==> config.mk <==
export PLATFORM = sky130hd
export DESIGN_NAME = bcd_display_scheduler
export DESIGN_NICKNAME = d
export VERILOG_FILES = /design/src/rtl/bcd_display_sched_pkg.sv /design/src/rtl/bcd_display_scheduler_divmod10.sv /design/src/rtl/bcd_display_scheduler.sv
export SDC_FILE = /design/constraint.sdc
export NUM_CORES = 1
export LEC_CHECK = 0
export CORE_ASPECT_RATIO = 1.2
export CORE_MARGIN = 5
export CORE_UTILIZATION = 35
export DETAILED_ROUTE_END_ITERATION = 8
export GPL_TIMING_DRIVEN = 0
export SLEW_MARGIN = 20
export SYNTH_ARGS = -nofsm -noshare
export SYNTH_HDL_FRONTEND = slang
export SYNTH_SLANG_ARGS = --single-unit
==> constraint.sdc <==
create_clock -name clock -period 3.03 [get_ports clock]
set_input_delay 0.7575 -clock clock [delete_from_list [all_inputs] [get_ports clock]]
set_output_delay 0.7575 -clock clock [all_outputs]
set_load 0.005 [all_outputs]
Gate families picked out:
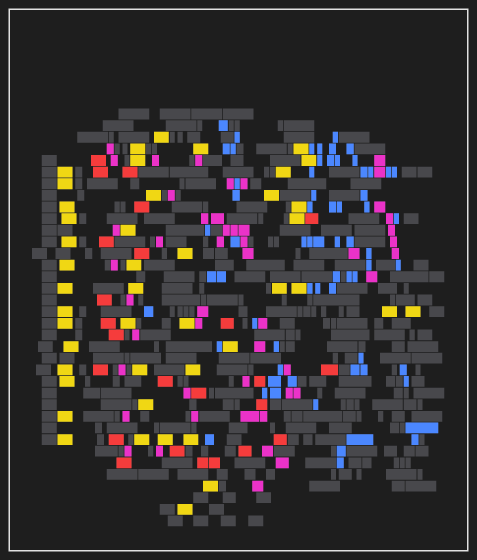
- NAND gates: blue (cells 66)
- inverting AOI/OAI gates: magenta (cells 48)
- multiplexers: yellow (cells 44)
- AND-OR and OR-AND gates: red (cells 24)
leading cell type in the layout, fill and taps excluded: dfxtp_1
combinational share of cell area: 42.1%
Final Instance Count excl. Fillers: 641

Register map, names as in the netlist:
Other sequential cells in the stronger gray, the rest of the logic in the fainter gray.
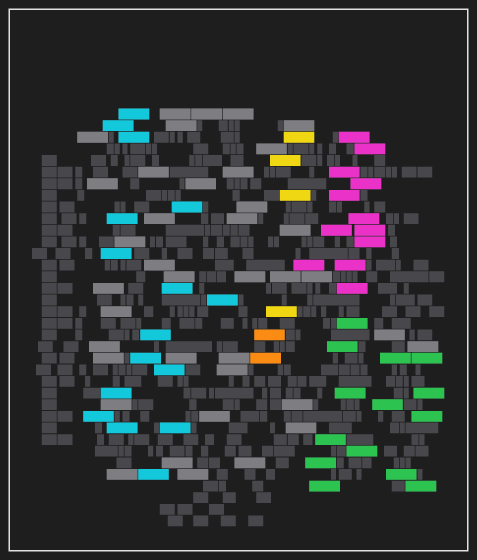
- `step_q`: orange (placed flops 2)
- `disp_q`: magenta (placed flops 12; where middle right)
- `u_divmod10.quotient`: cyan (placed flops 16)
- `d1_q`: yellow (placed flops 4)
- `dwell_q`: green (placed flops 14; where lower right)
Storage cell area: 1720 um2
sequential cell power: 0.00121 W
fin util: 45.0%
register share of the cell area: 34.6%

Routed clock nets over the placement:
Scale bar: 20 um.
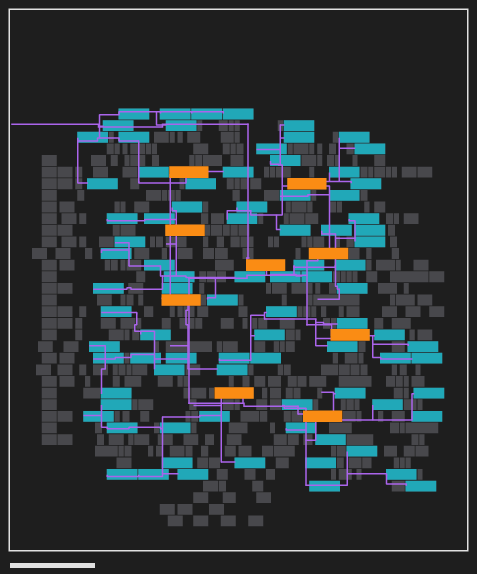
- cells driving clock nets: orange (count 9)
- flip-flops: cyan (count 86)
- clock wires: purple (length 1040 um)
- routed clock nets: 10
portion of total power attributed to the clock network: 44.3%
worst-skew pair later-pin latency: 0.33 ns
final clock skew: 0.00814 ns

Cell sizes after repair:
Scale bar: 20 um.
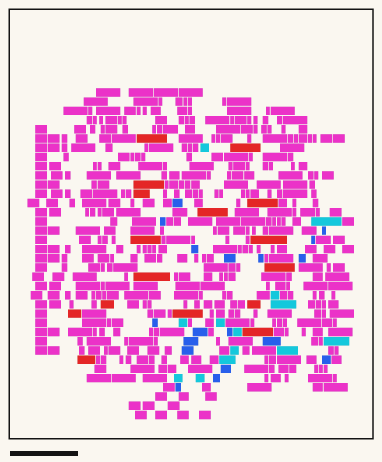
- drive 3 to 4: cyan (cells 13; share 2.6%)
- drive 2: blue (cells 18; share 3.5%)
- drive 1 or less: magenta (cells 462; share 91%)
- drive 6 and up: red (cells 16; share 3.1%)
final non-filler cell area: 4970 um2
signed area change from the synthesized netlist to the final layout: 25.9%
bufs w/o clock: 76
worst-case setup margin in the final layout: 0.149 ns

==> deck_impl_summary.md <==
Key Metrics from the Run

Detailed routing
  – Final routed wire length divided by cell count: 13.7 um
  – Starting DRT DRC Count: 105
  – Count of vias placed by the detailed router: 3285
  – Final antenna-violating net count: 0

Placed design
  – Port Buffers: 46
  – Global placement routability congestion: 0.784
  – Cell total after placement: 620

Clock tree
  – Maximum root-to-sink buffer count: 2
  – Clock slew at reported path FFs: 0.06 ns
  – Post-CTS Hold Buffers: 0
  – Clock tree root buffer cell: clkbuf_16
  – Sink count of the clock tree: 86
  – H-tree Lvls: 3

Critical path
  – Worst reg2reg path depth: 7
  – Kind of end point of the critical path: primary output
  – Req. time, crit path: 2.27 ns
  – CP startpoint kind: input pin
  – Setup CP Type: in2out
  – Crit path max fanout: 4

Global route
  – Total global-route track usage: 13.7%
  – Maximum number of pins on one net before global-route repair: 14
  – Initial antenna violation count: 0
  – Global-route wire length before repair: 15400 um
  – Via count of the first global-routing pass: 3303
  – Grt total ovfl: 0

Finish
  – Fraction of layout cells with a size suffix above 1: 9.23%
  – Commonest non-fill, non-tap cells in the layout: 86 x dfxtp_1, 70 x nor2_1, 44 x mux2i_1, 44 x clkdlybuf4s50_1, 37 x nand2_1

Logic synthesis
  – Post-synth seq share: 43.6%
  – Syn. warnings: 0
  – Yosys reg bits: 86
  – Area share of the largest cell type after synthesis: 43.6%
  – Number of enable flip-flop cells: 0
  – Synth Area per Inst: 8.93 um2
  – Dominant synthesized flop cell: dfxtp_1

Final timing
  – Timing-limited maximum frequency: 347 MHz
  – Final tally of max-slew violations: 0
  – Post-route clock period utilization: 95.1%
  – Final number of hold-violating endpoints: 0
  – Worst relative slew slack: 58.4%
  – Final setup violation count: 0

Power
  – Internal portion of total power: 0.00205 W
  – Switching Share: 22.3%
  – Combinational Power Share: 10.0%
  – Switching power: 0.000587 W
  – LEAKAGE: 1.91 nW
  – Maximum VDD drop: 0.267 mV

Floorplanning
  – Core Footprint: 11000 um2
  – Standard-cell rows: 42
  – Die extent in y: 126 um
  – Die area: 13500 um2

Run
  – OpenROAD warning count: 30
  – Max Cap Viol: 0

Status
  – Outcome: finished clean
[synthesized netlist by cell type (all sizes together), types with 2 or more instances]
| cell | number |
|---|---|
| dfxtp | 86 |
| nor2 | 70 |
| mux2i | 44 |
| nand2 | 37 |
| a21oi | 29 |
| nor3 | 22 |
| nand3 | 16 |
| a221o | 15 |
| clkbuf | 15 |
| inv | 11 |
| xnor2 | 11 |
| buf | 10 |
| ha | 8 |
| nor4 | 8 |
| nand2b | 5 |
| nand4 | 5 |
| o21ai | 5 |
| a211o | 4 |
| a22oi | 4 |
| and3 | 4 |
| xor2 | 4 |
| nor3b | 3 |
| o211ai | 3 |
| or2 | 3 |
| a211oi | 2 |
| a21o | 2 |
| nand3b | 2 |
| nor2b | 2 |
| o21a | 2 |
[cell type report]
type,instances,area [um2]
Clock inverter,4,70.1
Sequential cell,86,1720
Tap cell,132,165
Clock buffer,12,246
Inverter,11,41.3
Timing Repair Buffer,51,492
Multi-Input combinational cell,320,2090
Fill cell,1095,6060
Buffer,25,141
[critical path: stages]
cell	delay, ns
clkdlybuf4s50_1	0.49
or2_2	0.13
nor2b_4	0.18
o21ai_2	0.09
buf_4	0.16
nor3b_2	0.18
clkbuf_2	0.14
[cells by family (layout without fill, tap and decap cells)]
group                      after synthesis  in the layout  share of synthesized area (%)
and+or+nand+nor                        181            181                           22.3
DFF                                     86             86                           43.6
AOI/OAI and AO/OA                       72             72                           12.8
muxes                                   44             44                           11.2
buffers and inverters                   36            103                           4.28
xor gates and xnor gates                15             15                           3.33
adders and majority gates                8              8                           2.54
[metrics by stage]
stage / cell area [um2] / setup slack, ns / hold WS (ns) / TNS (ns) / total power (W)
finish: 4970 / 0.149 / 0.464 / 0 / 0.00264
global route: 4970 / 0.0704 / 0.484 / 0 / 0.00273
CTS: 4960 / 0.0153 / 0.465 / 0 / 0.00265
detailed placement: 4570 / -0.635 / 0.451 / -1.06 / 0.00148
global placement: 4570 / -0.635 / 0.445 / -1.03 / 0.00148
floorplan: 3950 / 0.606 / 0.430 / 0 / 0.00138
[power groups by stage]
stage	logic (W)	registers, W	clock network [W]
after global routing	0.000290	0.00121	0.00123
after floorplan	0.000160	0.00122	0
after detailed placement	0.000255	0.00123	0
final	0.000263	0.00121	0.00117
after global placement	0.000251	0.00123	0
after CTS	0.000265	0.00121	0.00118
[timing repair]
action | 4_1_cts | 5_1_grt
setup endpoints to repair | 2 | 1
pin swaps | 3 | 1
setup buffers | 4 | 1
resized | 18 | 3
[layer usage]
| layer | global-route usage [%] | wire length, um |
|---|---|---|
| met1 | 17.2 | 4150 |
| met2 | 23.7 | 4270 |
| met4 | 4.29 | 75 |
| met5 | 0 | 0 |
| met3 | 2.79 | 310 |
Power and IR drop assume default switching activity.
